Clock wires, drivers and flops:
The bar under the picture is 10 um long.
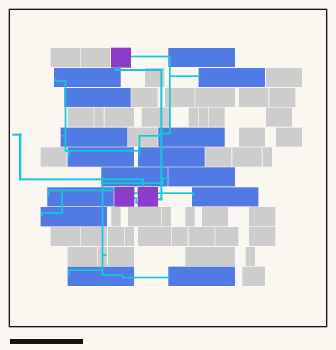
Met3 routing:
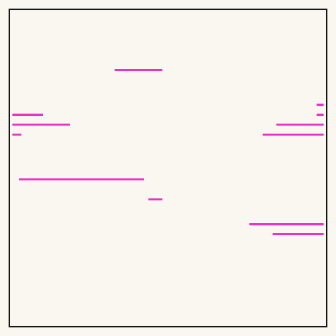
==> config.mk <==
export PLATFORM = sky130hd
export DESIGN_NAME = piso_serializer
export DESIGN_NICKNAME = d
export VERILOG_FILES = /design/src/rtl/piso_pkg.sv /design/src/rtl/piso_hold_buf.sv /design/src/rtl/piso_serializer.sv
export SDC_FILE = /design/constraint.sdc
export NUM_CORES = 1
export LEC_CHECK = 0
export ABC_AREA = 0
export CORE_MARGIN = 3
export CORE_UTILIZATION = 49
export DETAILED_ROUTE_END_ITERATION = 10
export GPL_TIMING_DRIVEN = 0
export PLACE_DENSITY_LB_ADDON = 0.05
export SLEW_MARGIN = 10
export SYNTH_ARGS = -nofsm -noshare
export SYNTH_HDL_FRONTEND = slang
export SYNTH_SLANG_ARGS = --single-unit
==> constraint.sdc <==
create_clock -name clk -period 1.88 [get_ports clk]
set_input_delay 0.188 -clock clk [delete_from_list [all_inputs] [get_ports clk]]
set_output_delay 0.188 -clock clk [all_outputs]
set_load 0.05 [all_outputs]
==> run notes <==
Results of the implementation run.

The run finished with clean final reports. The most common logic cells in the final layout are 15 x dfrtp_1, 9 x mux2_2, 9 x clkdlybuf4s50_1. The pre-CTS setup slack came out at roughly 0.24 ns.

The standard-cell row count is 12. The final setup violation count is 0. The path type of the worst setup path is register to primary output. The routed via count divided by cell count is roughly 5.1. The final critical delay including setup and external delays came out at between 1.5 and 2 ns. For reference, the top cells by area after synthesis are dfrtp_1 55%, mux2_2 15%, mux2i_1 4.4%. The initial antenna violation count was 0. The met2 layer usage reported by global route is about 22%. The simple-gate share of the synthesized area came out at under 10%.

The power of the clock network is around 180 uW. The number of multi-input logic gates is 28. The and-or/or-and share of the synthesized area came out at approximately 5.3%. Setup slack closes at between 0.2 and 0.25 ns. The synthesis stats list as the most numerous cell dfrtp_1. The final net count came out at 73. In this run the top signal layer used is met4. The report lists the number of cells resized after CTS as 1. The final layout report lists a non-clock buffer count of 11. In the final run the clock tree shows a worst skew of 0.00603 ns. The data required time reported for the critical path is 1.69 ns. The net switching power of the design came out at ~550 uW.

The largest combinational cell category by area is multiplexers. Per the CTS log, the buffer count on the longest clock path is 2. The worst hold path belongs to the class primary input to async pin.

The average wire per cell in the routed design came out at 14.0 um. The routed length on met1 is 496 um. The number of hold buffers added after CTS is 0. The depth of the critical timing path with buffers and inverters included came out at 3. Global route summary, busiest routing layer listed as met2. The warning total across the stage logs is 27.

The number of standard cells in the final layout excluding fillers came out at between 70 and 80. The number of ports placed on the die boundary is 11. The area of the multi-input gates came out at ~270 um^2. The cell type of the slowest stage on the worst timing path is dlygate4sd2_1. The switching share of power came out at between 30 and 40%.

The initial standard-cell utilization of the core is about 57%. The cell family contributing the most delay on the critical path is buffers and inverters. The wire length on met2 came out at about 500 um. The reported max-cap violation count is 0. Endpoints failing hold in the final report were tallied at 0. For reference, XOR and XNOR gates occupy 0% of the area reported after synthesis. The total negative slack came out at 0 ns.

The filler cells instantiated in the layout total 81. For this floorplan the total number of well-tap instances is 14. Summed over its instances, the top area cell type makes up a little under three fifths of the synthesized netlist area. The first-pass GRT wire length is about 1.9 mm. Hold timing on the final database bottoms out at a slack of approximately 0.24 ns.

Looking at the cell usage after synthesis, the top flip-flop cell is dfrtp_1. The routed length on met3 is roughly 70 um.
Notes on 'clock wires, drivers and flops' above:
- flip-flops: blue (count 15)
- clock drivers: purple (count 3)
- clock wires: cyan (length 174 um)
- routed clock nets: 4
clk ins delay skew pair: 0.28 ns
part of the total power dissipated in the clock network: 12.4%

Notes on 'met3 routing' above:
- nets with wire on the layer: 10
- main direction: horizontal
Routed Wire Length: 1.08 mm
via count of the routed design: 391
met3 usage in global routing: 3.39%

No activity file was given, so power comes from the tool's default toggle rates.
